### src/rtl/img_mem_writer_if.sv
// Signed 8-bit pixel stream with valid/ready handshake and end-of-frame marker.
interface img_mem_writer_if;
  logic              s_valid;
  logic              s_ready;
  logic signed [7:0] s_data;
  logic              s_last;

  modport master (output s_valid, output s_data, output s_last, input s_ready);
  modport slave  (input s_valid, input s_data, input s_last, output s_ready);
endinterface

### src/rtl/img_mem_writer.sv
// Scatters a channel-minor pixel stream into OC+1 banks; accepted beat is on the write port one cycle later.
// No back-pressure: s_ready stays high for the whole frame, and gaps in s_valid only stall the counters.
module img_mem_writer #(
  parameter int LOAD_ADDR_LEN = 7,
  parameter int OC            = 15,
  parameter int CHANNEL_SIZE  = 195
) (
  input  logic                   clk,
  input  logic                   rst,
  input  logic                   start,
  img_mem_writer_if.slave        pix,
  output logic [OC:0]            wr_en,
  output logic [LOAD_ADDR_LEN:0] wr_addr,
  output logic [7:0]             wr_data,
  output logic                   busy,
  output logic                   done,
  output logic                   err
);

  localparam int AW = LOAD_ADDR_LEN + 1;
  localparam int CW = (OC > 0) ? $clog2(OC + 1) : 1;
  localparam logic [CW-1:0] CHAN_LAST = CW'(OC);
  localparam logic [AW-1:0] ADDR_LAST = AW'(CHANNEL_SIZE - 1);
  localparam logic [OC:0]   BANK0     = (OC + 1)'(1);

  typedef enum logic [1:0] {
    IDLE  = 2'd0,
    WRITE = 2'd1,
    FLUSH = 2'd2
  } state_t;

  state_t        state;
  logic [CW-1:0] chan_cnt;
  logic [AW-1:0] addr_cnt;
  logic          accept;
  logic          last_pos;

  assign accept   = (state == WRITE) && pix.s_valid && pix.s_ready;
  assign last_pos = (chan_cnt == CHAN_LAST) && (addr_cnt == ADDR_LAST);

  always_ff @(posedge clk or negedge rst) begin
    if (!rst) begin
      state       <= IDLE;
      pix.s_ready <= 1'b0;
      wr_en       <= '0;
      wr_addr     <= '0;
      wr_data     <= '0;
      busy        <= 1'b0;
      done        <= 1'b0;
      err         <= 1'b0;
      chan_cnt    <= '0;
      addr_cnt    <= '0;
    end else begin
      wr_en <= '0;
      done  <= 1'b0;
      case (state)
        IDLE: begin
          if (start) begin
            state       <= WRITE;
            pix.s_ready <= 1'b1;
            busy        <= 1'b1;
            err         <= 1'b0;
            chan_cnt    <= '0;
            addr_cnt    <= '0;
          end
        end
        WRITE: begin
          if (accept) begin
            wr_en   <= BANK0 << chan_cnt;
            wr_addr <= addr_cnt;
            wr_data <= pix.s_data;
            // A frame ends on the marker or on the last slot, whichever comes first;
            // any disagreement between the two is a framing error.
            if (last_pos || pix.s_last) begin
              state       <= FLUSH;
              pix.s_ready <= 1'b0;
              if (last_pos != pix.s_last) err <= 1'b1;
            end else if (chan_cnt == CHAN_LAST) begin
              chan_cnt <= '0;
              addr_cnt <= addr_cnt + 1'b1;
            end else begin
              chan_cnt <= chan_cnt + 1'b1;
            end
          end
        end
        FLUSH: begin
          state <= IDLE;
          busy  <= 1'b0;
          done  <= ~err;
        end
        default: begin
          state       <= IDLE;
          pix.s_ready <= 1'b0;
          busy        <= 1'b0;
        end
      endcase
    end
  end

endmodule

### src/flat_wrapper.sv
// flat-port wrapper written by rule: the top's interface ports become plain ports
module img_mem_writer_flat 
#(
  parameter int LOAD_ADDR_LEN = 7,
  parameter int OC            = 15,
  parameter int CHANNEL_SIZE  = 195
)
  (clk, rst, start, wr_en, wr_addr, wr_data, busy, done, err, pix_s_valid, pix_s_data, pix_s_last, pix_s_ready);
  img_mem_writer_if pix_i ();
  input  logic clk;
  input  logic rst;
  input  logic start;
  output logic [OC:0] wr_en;
  output logic [LOAD_ADDR_LEN:0] wr_addr;
  output logic [7:0] wr_data;
  output logic busy;
  output logic done;
  output logic err;
  input wire logic [$bits(pix_i.s_valid)-1:0] pix_s_valid;
  input wire logic [$bits(pix_i.s_data)-1:0] pix_s_data;
  input wire logic [$bits(pix_i.s_last)-1:0] pix_s_last;
  output wire logic [$bits(pix_i.s_ready)-1:0] pix_s_ready;
  assign pix_i.s_valid = pix_s_valid;
  assign pix_i.s_data = pix_s_data;
  assign pix_i.s_last = pix_s_last;
  assign pix_s_ready = pix_i.s_ready;
  img_mem_writer #(.LOAD_ADDR_LEN(LOAD_ADDR_LEN), .OC(OC), .CHANNEL_SIZE(CHANNEL_SIZE)) u_core (.clk(clk), .rst(rst), .start(start), .pix(pix_i), .wr_en(wr_en), .wr_addr(wr_addr), .wr_data(wr_data), .busy(busy), .done(done), .err(err));
endmodule
### config.mk
export PLATFORM = sky130hd
export DESIGN_NAME = img_mem_writer_flat
export DESIGN_NICKNAME = d
export VERILOG_FILES = /design/src/rtl/img_mem_writer_if.sv /design/src/rtl/img_mem_writer.sv /design/src/flat_wrapper.sv
export SDC_FILE = /design/constraint.sdc
export NUM_CORES = 1
export LEC_CHECK = 0
export CAP_MARGIN = 20
export CELL_PAD_IN_SITES_DETAIL_PLACEMENT = 0
export CELL_PAD_IN_SITES_GLOBAL_PLACEMENT = 1
export CORE_MARGIN = 4
export CORE_UTILIZATION = 38
export CTS_BUF_LIST = sky130_fd_sc_hd__clkbuf_8 sky130_fd_sc_hd__clkbuf_16
export DETAILED_ROUTE_END_ITERATION = 8
export GPL_ROUTABILITY_DRIVEN = 0
export HOLD_SLACK_MARGIN = 0.05
export PLACE_DENSITY_LB_ADDON = 0.1
export SLEW_MARGIN = 5
export SYNTH_ARGS = -nofsm -noshare
export SYNTH_HDL_FRONTEND = slang
export SYNTH_SLANG_ARGS = --single-unit
### constraint.sdc
create_clock -name clk -period 2.95 [get_ports clk]
set_input_delay 0.885 -clock clk [delete_from_list [all_inputs] [get_ports clk]]
set_output_delay 0.885 -clock clk [all_outputs]
set_load 0.01 [all_outputs]
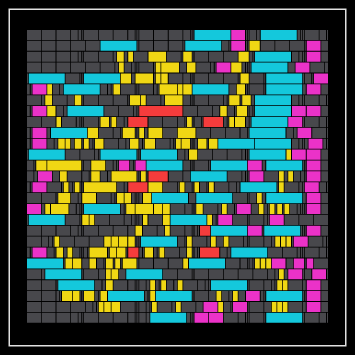
Run 1: placement by cell class
Drawn at 4 px/um. Fill, decap, tap and diode cells in gray.
other buffers and delay cells -> magenta  # cells 51, share of their area 18%
clock drivers and dummy loads -> red  # cells 8, share of their area 4.1%
flops -> cyan  # cells 50, share of their area 46%
all other logic -> yellow  # cells 152, share of their area 32%
Seq area share: 0.441
Core Util, Final: 0.512
Rows: 27
Design Area, Final: 2840 um2

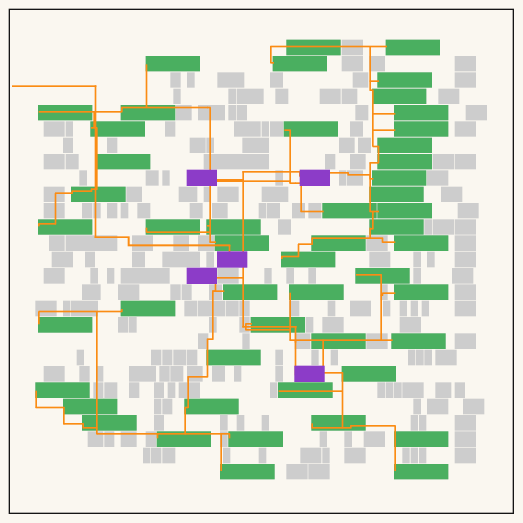
Run 1: clock wires, drivers and flops
Drawn at 6 px/um.
clock wires -> orange  # length 593 um
flip-flops -> green  # count 50
cells driving clock nets -> purple  # count 5
routed clock nets = 6
flops lie = all over the die

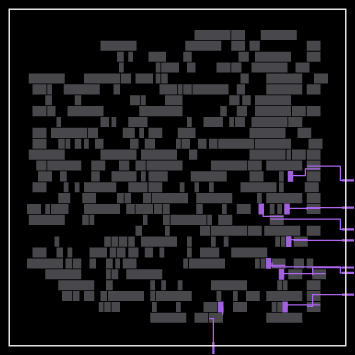
Run 1: nets reached from selected ports
Drawn at 4 px/um.
`pix_s_data` -> purple  # bits 8, direction input, end cells 8, wire 158 um

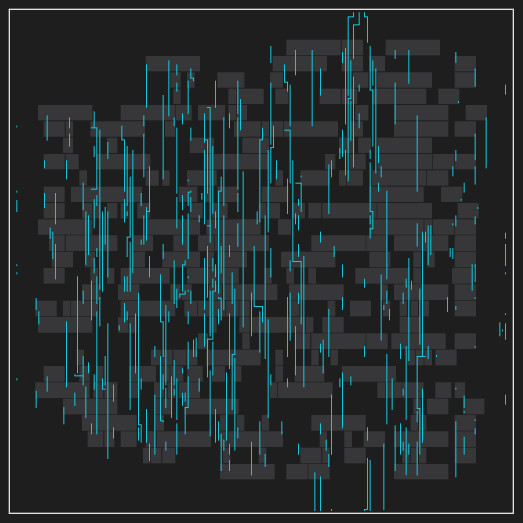
Run 1: metal 2
Drawn at 6 px/um.
share of all routed wire = 42%
wire length on this layer = 1840 um
longest straight run = 26.5 um
main direction = vertical
GR Layer Usage met2: 0.192
drt total wl: 4380 um
total number of vias: 1608

==> impl_metrics.yaml, run 1 <==
# physical design summary
worst_setup_path:
  crit_start: "u_core.chan_cnt[0]"
  cp.required_ns: 3.15
  end_kind: "flop"
  crit_end: "u_core.addr_cnt[4]"
  reg2reg_slack_ns: 0.54
  path_class: "flop to flop"
  reg2reg_depth: 8
  critical_path.cell_chain: "ha_1, and3_2, nand3_1, ha_1, inv_1, o32a_4, a21o_1, a21o_1"
  r2r_start: "u_core.chan_cnt[0]"
  max_stage_delay_ns: 0.43
  critPathBufInv: 1
  cp.arrival_ns: 2.61
  crit_cells: 8
  critPathMaxFanout: 7
  cp-start-kind: "flop"
power_and_ir_drop:
  power.internal_uw: 1390
  powerClk_uw: 483
  ir_worst_vdd_uv: 349
  seq_power_uw: 935
  pwr-share-seq: 0.451
  maxPowerGroup: "sequential cells"
  p_leak_uw: 0.00138
  power_uw: 2080
  combinationalPowerShare: 0.317
  swShare: 0.331
  pg_comb_uw: 657
  switchingPower_uw: 688
finish:
  largest_reg_flops: 16
  n_all_buffers: 51
  drive_gt1_frac: 0.0958
  logic_area_um2: 837
  flops: 50
  fillers: 540
  comb_area_share: 0.295
  clock_buffer_count: 5
  clock_area_frac: 0.0401
  regMostFlops: "u_core.wr_en"
  final_cells: 333
  logic_gates: 139
  flop_area_um2: 1250
  diodes: 0
  area_growth_pct: 30.2
  largestClassByArea: "registers"
  nNetsFinal: 282
  lay_top_count: "nand2_1"
  buffer_area_frac: 0.175
  n_all_inverters: 13
synthesis:
  ys_cells: 209
  top_area_cell: "dfrtp_1"
  yosys.area_share.adder: 0.0516
  ys.flop_type: "dfrtp_1"
  yosysMostFrequentCell: "nand2_1"
  syn_nets: 231
  avgSynthCellArea_um2: 10.4
  async_flop_share: 1.00
  synth-xor-area-share: 0
  synthAoiAreaFrac: 0.0775
  mux_share: 0.00918
  ys_area_um2: 2180
  synth.distinct_cells: 35
  synthTopCellsByArea: "dfrtp_1 57%, nand2_1 9.0%, ha_1 5.2%"
  netlist_logic_family_top: "simple AND/OR/NAND/NOR gates"
  seq_area_frac_synth: 0.574
  synthCells: 209
  common_cells: "52 x nand2_1, 50 x dfrtp_1, 13 x inv_1, 10 x and3_1, 9 x ha_1"
  synth-edff-count: 0
  syn_area_um2: 2180
  synth-simple-area-share: 0.246
cts:
  clkSinkCount: 50
  cts_root_buf: "clkbuf_8"
  cts_hold_buf: 0
  clockBufferDepth: 2
  cts_resized: 0
  numCtsBuffers: 5
  insertion_delay_ns: 0.30
  cts.clk_slew.worst_paths_ns: 0.10
  cts_tree: "yes"
  htreeDepth: 2
timing:
  fmax_mhz: 415
  worst_pin_slew_ns: 0.623
  hold_viol: 0
  whs_ns: 0.465
  fin_worst_skew_ns: 0.00802
  setup-tns-final_ns: 0
  relSlewSlack: 0.585
  setup_viol: 0
  fin_crit_ns: 2.41
  worst_slack_ns: 0.539
  rsz0062_at_grt: "false"
  fin_crit_sh: 0.817
detailed_routing:
  wl_per_cell_um: 13.1
  wl_met2_um: 1840
  wl_met1_um: 2240
  dr.pass1.iters: 4
  drc: 0
  wl_met3_um: 265
  vias_per_cell: 4.83
  drtIter0Drc: 38
  ant_nets: 0
die:
  boundaryPins: 49
  fp_util: 0.394
  die_w_um: 83.8
  coreArea_um2: 5540
  dieHeight_um: 83.8
grt:
  busiest_layer: "met2"
  grt_pass1_wl_um: 7530
  grt_max_degree: 51
  grt_pass1_vias: 1544
  grt.overflow.total: 0
  antenna_found_initial: 0
  grtUsageTotal: 0.131
placed_design:
  place_ws_ns: 0.263
  placed_cells_incl_taps: 325
  port_buffers: 48
  placedInstanceArea_um2: 2730
min_path:
  whs_path_depth: 1
  min-delay-start: "u_core.err"
  min_path_type: "flop to flop"
  whs_endpoint: "u_core.done"
flow_run:
  warning_count: 31
  maxCapViolCount: 0
run_status:
  status: "finished, final reports clean"
Run 1, clock wiring as the flow saved it:
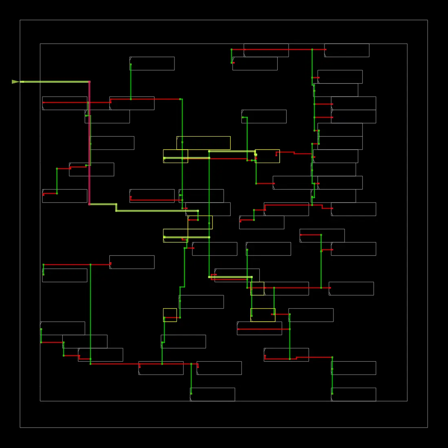

==> run 2: changes to the inputs <==
--- a/config.mk
+++ b/config.mk
@@ -9,7 +9,7 @@
 export CELL_PAD_IN_SITES_DETAIL_PLACEMENT = 0
 export CELL_PAD_IN_SITES_GLOBAL_PLACEMENT = 1
 export CORE_MARGIN = 4
-export CORE_UTILIZATION = 38
+export CORE_UTILIZATION = 34
 export CTS_BUF_LIST = sky130_fd_sc_hd__clkbuf_8 sky130_fd_sc_hd__clkbuf_16
 export DETAILED_ROUTE_END_ITERATION = 8
 export GPL_ROUTABILITY_DRIVEN = 0
==> constraint.sdc (replaced) <==
create_clock -name clk -period 2.1 [get_ports clk]
set_input_delay 0.63 -clock clk [delete_from_list [all_inputs] [get_ports clk]]
set_output_delay 0.63 -clock clk [all_outputs]
set_load 0.01 [all_outputs]
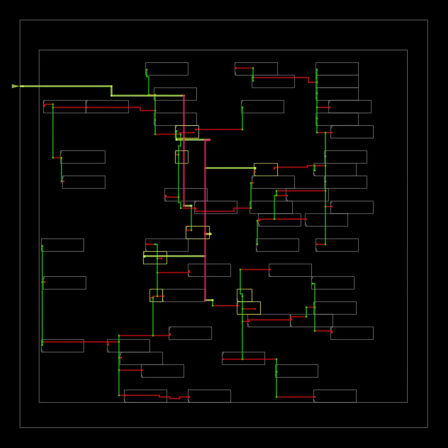
Run 2: clock wiring as the flow saved it
skew final: 0.00823 ns
Clock net power: 572 uW
Clock buffer cells: 5

==> impl_metrics.yaml, run 2 <==
# physical design summary
worst_setup_path:
  cp.required_ns: 2.30
  cp.arrival_ns: 2.20
  critical_path.most_common_cell: "a21o_1"
  cp-start-kind: "flop"
  end_kind: "flop"
  critPathBufInv: 1
  r2r_start: "u_core.chan_cnt[0]"
  max_stage_delay_ns: 0.41
  crit_cells: 8
  crit_end: "u_core.addr_cnt[4]"
  crit_start: "u_core.chan_cnt[0]"
  reg2reg_depth: 8
  reg2reg_slack_ns: 0.10
  critical_path.cell_chain: "ha_1, and3_2, nand3_2, ha_4, inv_1, o32a_4, a21o_1, a21o_1"
  critPathMaxFanout: 6
  path_class: "flop to flop"
finish:
  comb_area_share: 0.286
  final_cells: 356
  clock_area_frac: 0.0308
  nNetsFinal: 302
  largestClassByArea: "registers"
  logic_gates: 139
  buffer_area_frac: 0.220
  logic_area_um2: 861
  diodes: 0
  area_growth_pct: 38.0
  n_all_buffers: 71
  regMostFlops: "u_core.wr_en"
  fillers: 586
  drive_gt1_frac: 0.174
  flop_area_um2: 1250
  n_all_inverters: 13
  final_util: 0.496
  flops: 50
  seq_share: 0.416
  fin_area_um2: 3010
  lay_top_count: "nand2_1"
power_and_ir_drop:
  pwr-share-seq: 0.438
  pg_comb_uw: 1060
  maxPowerGroup: "sequential cells"
  combinationalPowerShare: 0.365
  swShare: 0.343
  seq_power_uw: 1270
  switchingPower_uw: 993
  power_uw: 2900
  ir_worst_vdd_uv: 543
  p_leak_uw: 0.00147
  p_per_area_nw_per_um2: 963
  power.internal_uw: 1910
synthesis:
  avgSynthCellArea_um2: 10.4
  syn_area_um2: 2180
  synth-simple-area-share: 0.246
  async_flop_share: 1.00
  netlist_logic_family_top: "simple AND/OR/NAND/NOR gates"
  synthTopCellsByArea: "dfrtp_1 57%, nand2_1 9.0%, ha_1 5.2%"
  synth-xor-area-share: 0
  mux_share: 0.00918
  synth.distinct_cells: 35
  common_cells: "52 x nand2_1, 50 x dfrtp_1, 13 x inv_1, 10 x and3_1, 9 x ha_1"
  synth-edff-count: 0
  synthAoiAreaFrac: 0.0775
  top_area_cell: "dfrtp_1"
  yosysMostFrequentCell: "nand2_1"
  seq_area_frac_synth: 0.574
  syn_nets: 231
  ys_area_um2: 2180
  synthCells: 209
  yosys.area_share.adder: 0.0516
  ys_cells: 209
  ys.flop_type: "dfrtp_1"
die:
  rows: 28
  dieHeight_um: 88.1
  die_w_um: 88.1
  coreArea_um2: 6060
  boundaryPins: 49
  fp_util: 0.360
placed_design:
  place_ws_ns: -0.0881
  placedInstanceArea_um2: 2900
  port_buffers: 48
  placed_cells_incl_taps: 348
cts:
  cts_resized: 1
  numCtsBuffers: 5
  cts.clk_slew.worst_paths_ns: 0.10
  cts_root_buf: "clkbuf_8"
  cts_hold_buf: 0
  clkSinkCount: 50
  htreeDepth: 2
  insertion_delay_ns: 0.30
  cts_tree: "yes"
detailed_routing:
  ant_nets: 0
  wl_met3_um: 361
  wl_met1_um: 2310
  drtIter0Drc: 49
  wl_met2_um: 1970
  drc: 0
  vias_per_cell: 4.60
  vias: 1638
  dr.pass1.iters: 4
  wl_per_cell_um: 13.2
timing:
  fin_crit_ns: 2.00
  worst_pin_slew_ns: 0.454
  fmax_mhz: 501
  worst_slack_ns: 0.103
  hold_viol: 0
  relSlewSlack: 0.698
  setup-tns-final_ns: 0
  rsz0062_at_grt: "false"
  whs_ns: 0.259
  setup_viol: 0
  fin_crit_sh: 0.951
grt:
  grtUsageTotal: 0.134
  grt_pass1_wl_um: 8070
  grt.overflow.total: 0
  grt_pass1_vias: 1673
  grt_max_degree: 34
  met2_usage: 0.195
  busiest_layer: "met1"
  antenna_found_initial: 0
flow_run:
  warning_count: 31
  maxCapViolCount: 0
min_path:
  min_path_type: "input port to async pin"
run_status:
  status: "finished, final reports clean"
==> run 3: changes to the inputs <==
--- a/config.mk
+++ b/config.mk
@@ -11,11 +11,12 @@
 export CORE_MARGIN = 4
 export CORE_UTILIZATION = 34
 export CTS_BUF_LIST = sky130_fd_sc_hd__clkbuf_8 sky130_fd_sc_hd__clkbuf_16
+export CTS_CLUSTER_SIZE = 20
 export DETAILED_ROUTE_END_ITERATION = 8
 export GPL_ROUTABILITY_DRIVEN = 0
 export HOLD_SLACK_MARGIN = 0.05
 export PLACE_DENSITY_LB_ADDON = 0.1
-export SLEW_MARGIN = 5
+export SLEW_MARGIN = 30
 export SYNTH_ARGS = -nofsm -noshare
 export SYNTH_HDL_FRONTEND = slang
 export SYNTH_SLANG_ARGS = --single-unit
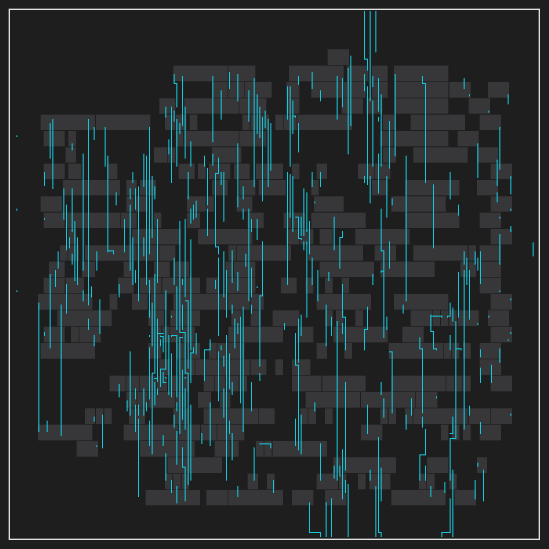
Run 3: metal 2
Drawn at 6 px/um.
main direction = vertical
wire length on this layer = 1970 um
nets with wire on the layer = 221
longest straight run = 30.9 um
share of all routed wire = 42%

==> impl_metrics.yaml, run 3 <==
# physical design summary
synthesis:
  ys_area_um2: 2180
  yosysMostFrequentCell: "nand2_1"
  yosys.area_share.adder: 0.0516
  avgSynthCellArea_um2: 10.4
  ys.flop_type: "dfrtp_1"
  mux_share: 0.00918
  syn_nets: 231
  synth.distinct_cells: 35
  synth-xor-area-share: 0
finish:
  final_util: 0.496
  nNetsFinal: 302
  lay_top_count: "nand2_1"
  n_all_inverters: 13
  largestClassByArea: "registers"
  flops: 50
  buffer_area_frac: 0.220
  flop_area_um2: 1250
  clock_area_frac: 0.0308
  seq_share: 0.416
  logic_gates: 139
  n_all_buffers: 71
  diodes: 0
run_status:
  status: "finished, final reports clean"
grt:
  grt_max_degree: 34
  grtUsageTotal: 0.134
  grt.overflow.total: 0
  grt_pass1_vias: 1673
  antenna_found_initial: 0
  busiest_layer: "met1"
power_and_ir_drop:
  seq_power_uw: 1270
  pg_comb_uw: 1060
  pwr-share-seq: 0.438
  power_uw: 2900
  p_per_area_nw_per_um2: 963
cts:
  htreeDepth: 2
  numCtsBuffers: 5
  cts_hold_buf: 0
  cts_resized: 1
detailed_routing:
  vias_per_cell: 4.60
  wl_met2_um: 1970
  wl_met3_um: 361
  drtIter0Drc: 49
  wl_per_cell_um: 13.2
  drc: 0
min_path:
  min_path_type: "input port to async pin"
worst_setup_path:
  reg2reg_slack_ns: 0.10
  cp-start-kind: "flop"
  crit_start: "u_core.chan_cnt[0]"
  critPathBufInv: 1
  crit_cells: 8
  r2r_start: "u_core.chan_cnt[0]"
  critical_path.cell_chain: "ha_1, and3_2, nand3_2, ha_4, inv_1, o32a_4, a21o_1, a21o_1"
  cp.arrival_ns: 2.20
  max_stage_delay_ns: 0.41
  cp.required_ns: 2.30
die:
  dieHeight_um: 88.1
  die_w_um: 88.1
  rows: 28
  boundaryPins: 49
timing:
  fmax_mhz: 501
  setup_viol: 0
  rsz0062_at_grt: "false"
  whs_ns: 0.259
  fin_crit_sh: 0.951
  worst_slack_ns: 0.103
  hold_viol: 0
  fin_crit_ns: 2.00
  setup-tns-final_ns: 0
placed_design:
  placedInstanceArea_um2: 2900
  place_ws_ns: -0.0881
No activity file was given, so power comes from the tool's default toggle rates.
